`config.mk`:
```
export PLATFORM = sky130hd
export DESIGN_NAME = surf_trig_rx
export DESIGN_NICKNAME = d
export VERILOG_FILES = /design/src/rtl/surf_trig_rx.sv
export SDC_FILE = /design/constraint.sdc
export NUM_CORES = 1
export LEC_CHECK = 0
export CAP_MARGIN = 20
export CORE_UTILIZATION = 45
export DETAILED_ROUTE_END_ITERATION = 16
export PLACE_DENSITY = 0.75
export SLEW_MARGIN = 10
export SYNTH_ARGS = -nofsm -noshare
export SYNTH_HDL_FRONTEND = slang
export SYNTH_SLANG_ARGS = --single-unit
```
`constraint.sdc`:
```
create_clock -name ifclk -period 1.9 [get_ports ifclk]
set_input_delay 0.38 -clock ifclk [delete_from_list [all_inputs] [get_ports ifclk]]
set_output_delay 0.38 -clock ifclk [all_outputs]
set_load 0.02 [all_outputs]
```
`src/rtl/surf_trig_rx.sv`:
```
// SURF trigger link receiver: deframes address/meta halfwords into 20-bit triggers.
// Optional TRIG_RX_STATS_EN adds saturating trigger and framing-error counters.
module surf_trig_rx #(
    parameter int    TIMEOUT   = 16,
    parameter string IFCLKTYPE = "NONE"
) (
    input  logic        ifclk,
    input  logic        ifclk_rstn,
    input  logic        clear_i,
    input  logic [15:0] s_trig_tdata,
    input  logic        s_trig_tvalid,
    output logic        s_trig_tready,
    output logic [19:0] m_trig_tdata,
    output logic        m_trig_tvalid,
    input  logic        m_trig_tready,
    output logic        frame_err_o,
    output logic [15:0] trig_count_o,
    output logic [15:0] err_count_o
);

    typedef enum logic {
        S_ADDR,
        S_META
    } state_t;

    localparam bit unused_clktype = (IFCLKTYPE == "");

    (* CUSTOM_CC_DST = IFCLKTYPE *)
    state_t      state;
    logic [11:0] addr_q;
    logic [7:0]  tmo_cnt;
    logic        err_q;

    logic [19:0] mem [2];
    logic        wptr;
    logic        rptr;
    logic [1:0]  count;

    logic        is_addr;
    logic        is_meta;
    logic        full;
    logic        hs;
    logic        push;
    logic        pop;

    assign is_addr = (s_trig_tdata[15:14] == 2'b10) &&
                     (s_trig_tdata[1:0] == 2'b00);
    assign is_meta = (s_trig_tdata[15:8] == 8'h00);
    assign full    = (count == 2'd2);

    assign s_trig_tready = !clear_i &&
                           ((state == S_ADDR) || !full);
    assign hs   = s_trig_tvalid && s_trig_tready;
    assign push = hs && (state == S_META) && is_meta;
    assign pop  = m_trig_tvalid && m_trig_tready;

    // Frame state machine; frame_err_o is the registered err_q.
    always_ff @(posedge ifclk or negedge ifclk_rstn) begin
        if (!ifclk_rstn) begin
            state   <= S_ADDR;
            addr_q  <= '0;
            tmo_cnt <= '0;
            err_q   <= 1'b0;
        end else if (clear_i) begin
            state   <= S_ADDR;
            tmo_cnt <= '0;
            err_q   <= 1'b0;
        end else begin
            err_q <= 1'b0;
            unique case (state)
                S_ADDR: begin
                    if (hs) begin
                        if (is_addr) begin
                            addr_q  <= s_trig_tdata[13:2];
                            tmo_cnt <= '0;
                            state   <= S_META;
                        end else begin
                            err_q <= 1'b1;
                        end
                    end
                end
                S_META: begin
                    if (hs) begin
                        unique case (1'b1)
                            is_meta: begin
                                state <= S_ADDR;
                            end
                            is_addr: begin
                                err_q   <= 1'b1;
                                addr_q  <= s_trig_tdata[13:2];
                                tmo_cnt <= '0;
                            end
                            default: begin
                                err_q <= 1'b1;
                                state <= S_ADDR;
                            end
                        endcase
                    end else if (tmo_cnt == 8'(TIMEOUT - 1)) begin
                        err_q <= 1'b1;
                        state <= S_ADDR;
                    end else begin
                        tmo_cnt <= tmo_cnt + 8'd1;
                    end
                end
                default: state <= S_ADDR;
            endcase
        end
    end

    assign frame_err_o = err_q;

    // Two-entry first-word-fall-through output buffer.
    always_ff @(posedge ifclk or negedge ifclk_rstn) begin
        if (!ifclk_rstn) begin
            mem[0] <= '0;
            mem[1] <= '0;
            wptr   <= 1'b0;
            rptr   <= 1'b0;
            count  <= '0;
        end else if (clear_i) begin
            wptr  <= 1'b0;
            rptr  <= 1'b0;
            count <= '0;
        end else begin
            if (push) begin
                mem[wptr] <= {s_trig_tdata[7:0], addr_q};
                wptr      <= ~wptr;
            end
            if (pop) begin
                rptr <= ~rptr;
            end
            count <= count + {1'b0, push} - {1'b0, pop};
        end
    end

    assign m_trig_tvalid = (count != 2'd0);
    assign m_trig_tdata  = mem[rptr];

`ifdef TRIG_RX_STATS_EN
    logic [15:0] trig_cnt;
    logic [15:0] err_cnt;

    always_ff @(posedge ifclk or negedge ifclk_rstn) begin
        if (!ifclk_rstn) begin
            trig_cnt <= '0;
            err_cnt  <= '0;
        end else if (clear_i) begin
            trig_cnt <= '0;
            err_cnt  <= '0;
        end else begin
            if (push && (trig_cnt != 16'hFFFF)) begin
                trig_cnt <= trig_cnt + 16'd1;
            end
            if (err_q && (err_cnt != 16'hFFFF)) begin
                err_cnt <= err_cnt + 16'd1;
            end
        end
    end

    assign trig_count_o = trig_cnt;
    assign err_count_o  = err_cnt;
`else
    assign trig_count_o = 16'h0000;
    assign err_count_o  = 16'h0000;
`endif

endmodule

```
==> reports/summary.json <==
{
  "layout_min_cycle_time": {"value": 1.88, "unit": "ns"},
  "timing.hold.worst.start": {"value": "s_trig_tdata[8]"},
  "largestRegisters": {"value": "mem (40), addr_q (12), tmo_cnt (8)"},
  "cts_tree": {"value": "done"},
  "drt_pass1_iterations": {"value": 4},
  "post_cts_resize_count": {"value": 93},
  "synthAoiAreaFrac": {"value": 5.78, "unit": "%"},
  "pre_cts_ws": {"value": -0.569, "unit": "ns"},
  "layout.clock_buffers": {"value": 11},
  "critical_path_buf_inv_count": {"value": 2},
  "p_sw_share": {"value": 24.6, "unit": "%"},
  "yosys-top-cells-count": {"value": "sky130_fd_sc_hd__dfrtp_1 (66), sky130_fd_sc_hd__mux2_2 (63), sky130_fd_sc_hd__buf_4 (34)"},
  "htreeDepth": {"value": 3},
  "fin_cells": {"value": 435},
  "yosys.area_share.adder": {"value": 1.14, "unit": "%"},
  "timing.setup.tns": {"value": 0, "unit": "ns"},
  "worst_setup_hold_path_clk_slew": {"value": 0.07, "unit": "ns"},
  "gr-usage-all-layers": {"value": 18.5, "unit": "%"},
  "cts-hold-fix-buffers": {"value": 1},
  "grt_first_pass_wirelength": {"value": 10.3, "unit": "mm"},
  "mi_logic_area": {"value": 1480, "unit": "µm²"},
  "largest-register": {"value": "mem"},
  "drive_gt1_share": {"value": 46.0, "unit": "%"},
  "final.signal_inverter_count": {"value": 2},
  "cts_root_buffer": {"value": "sky130_fd_sc_hd__clkbuf_8"},
  "cpLargestDelayFamily": {"value": "buffers and inverters"},
  "layout.cells.most_common_list": {"value": "sky130_fd_sc_hd__dfrtp_1 (66), sky130_fd_sc_hd__mux2_2 (63), sky130_fd_sc_hd__conb_1 (32)"},
  "yosysWarnings": {"value": 0},
  "comb-cell-share": {"value": 35.8, "unit": "%"},
  "clock_path_buffers": {"value": 2},
  "comb_power_share": {"value": 9.3, "unit": "%"},
  "final_nets": {"value": 358},
  "setup.worst_path.start_class": {"value": "register"},
  "area_share_top_type": {"value": 50.2, "unit": "%"},
  "ys_chip_area": {"value": 3290, "unit": "µm²"},
  "cts_made_buffers": {"value": 9},
  "crit_chain": {"value": "buf_4, or2_2, dlygate4sd2_1"},
  "total_of_endpoints_with_negative_setup_slack_in_the_final_report": {"value": 0},
  "drc": {"value": 0},
  "switchingPower": {"value": 0.000727, "unit": "W"},
  "synth_area": {"value": 3290, "unit": "µm²"},
  "routed-wl-met3": {"value": 229, "unit": "µm"},
  "num-multi-input-gates": {"value": 175},
  "hold_depth": {"value": 2},
  "top_logic_kind": {"value": "multiplexers"},
  "regToRegEndpoint": {"value": "count[1]"},
  "final_min_period_over_clock_period": {"value": 99.1, "unit": "%"},
  "hold_viol": {"value": 0},
  "yosys-mux-area-fraction": {"value": 25.7, "unit": "%"},
  "postRouteAntennaNets": {"value": 0},
  "static-leakage-power": {"value": 2.23, "unit": "nW"},
  "syn-instance-count": {"value": 253},
  "worstHoldEndpoint": {"value": "addr_q[6]"},
  "internal-power": {"value": 0.00223, "unit": "W"},
  "simple_gate_area_share": {"value": 6.73, "unit": "%"},
  "timing.max_cap.violations": {"value": 0},
  "well_tap_count": {"value": 96},
  "synthArstFlopShare": {"value": 100, "unit": "%"},
  "tool_warnings": {"value": 29},
  "synth_xor_xnor_area_share": {"value": 0.798, "unit": "%"},
  "ir_drop": {"value": 0.361, "unit": "mV"},
  "grt_max_degree": {"value": 31},
  "busiest_layer": {"value": "met2"},
  "place_hpwl": {"value": 4.30, "unit": "mm"},
  "antenna_found_initial": {"value": 0},
  "clock_tree_area_fraction": {"value": 4.71, "unit": "%"},
  "finalMaxSlewViolations": {"value": 0},
  "layout.cells.largest_class": {"value": "flip-flops and latches"},
  "hp-class": {"value": "input port to register"},
  "grtUsageMet3": {"value": 3.13, "unit": "%"},
  "antenna_cells_inserted": {"value": 0},
  "startpoint": {"value": "count[1]"},
  "synth-cells-yosys": {"value": 253},
  "floorplan.die.width": {"value": 87.5, "unit": "µm"},
  "cts_setup_buffers": {"value": 0},
  "yosysTopAreaCell": {"value": "sky130_fd_sc_hd__dfrtp_1"},
  "detailed_place.area": {"value": 3940, "unit": "µm²"},
  "critPathCaptureType": {"value": "output pin"},
  "grt_setup_unrepaired": {"value": "true"},
  "grt_overflow": {"value": 0},
  "vias_per_cell": {"value": 4.91},
  "outcome": {"value": "finished, final reports clean"},
  "critPathSlowestCell": {"value": "sky130_fd_sc_hd__dfrtp_1"},
  "critPathMaxFanout": {"value": 3},
  "floorplan.core_util": {"value": 47.4, "unit": "%"},
  "synthesis.area_per_instance": {"value": 13.0, "unit": "µm²"},
  "area.sequential": {"value": 1650, "unit": "µm²"},
  "top_cells_by_area": {"value": "sky130_fd_sc_hd__dfrtp_1 (50%), sky130_fd_sc_hd__mux2_2 (22%), sky130_fd_sc_hd__buf_4 (7.8%)"},
  "crit_required": {"value": 1.52, "unit": "ns"},
  "top_signal_layer_used": {"value": "met4"},
  "synth_flops": {"value": 66},
  "worst-r2r-setup-slack": {"value": 0.06, "unit": "ns"}
}
Clock wires, drivers and flops:
Drawn at 6 px/µm.
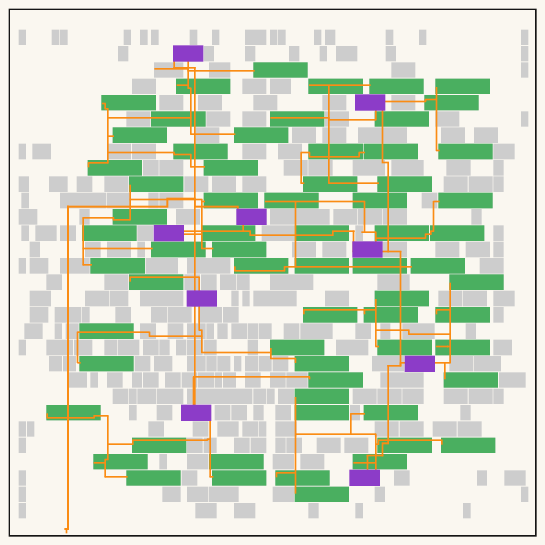
[orange] clock wires | length: 889 µm
[purple] cells driving clock nets | count: 9
[green] flip-flops | count: 66
routed clock nets: 10
flops lie: widely spread
part of the power in the clock network: 40.0%
Power Clock: 0.00118 W
worst clock skew: 0.00693 ns
Skew-Pair Late Insertion Delay: 0.35 ns

Placement by cell class:
Drawn at 4 px/µm. Fill, decap, tap and diode cells in grey.
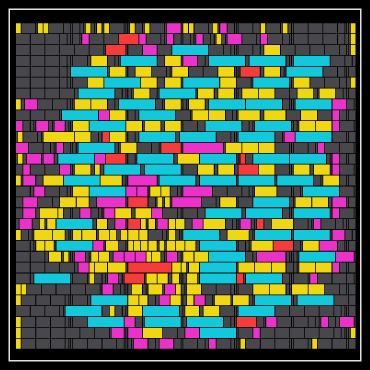
| colour | class | cells | share of their area |
|---|---|---|---|
| magenta | other buffers and delay cells | 80 | 17% |
| cyan | flip-flops | 66 | 41% |
| red | clock drivers and dummy loads | 16 | 4.9% |
| yellow | all other logic | 177 | 37% |
Final Util: 59.6%
Floorplan Core Area: 6940 µm²
number of rows in the core area: 30
fraction of area in registers: 39.9%
area of all placed cells without fillers: 4140 µm²

I/O nets highlighted:
Drawn at 4 px/µm.
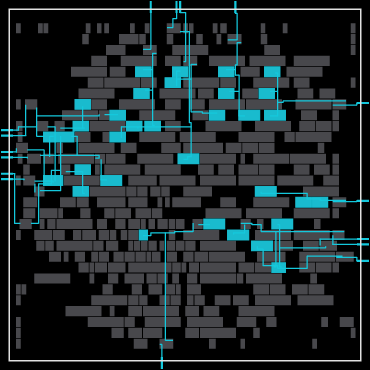
| colour | port | direction | edge | end cells | wire |
|---|---|---|---|---|---|
| cyan | `s_trig_tdata` | input | 6 left, 5 right, 4 top, 1 bottom | 32 | 618 µm |
boundary pin count: 76
number of buffers inserted by port buffering: 43

Power figures rest on the tool's default switching activity, not on a simulated workload.
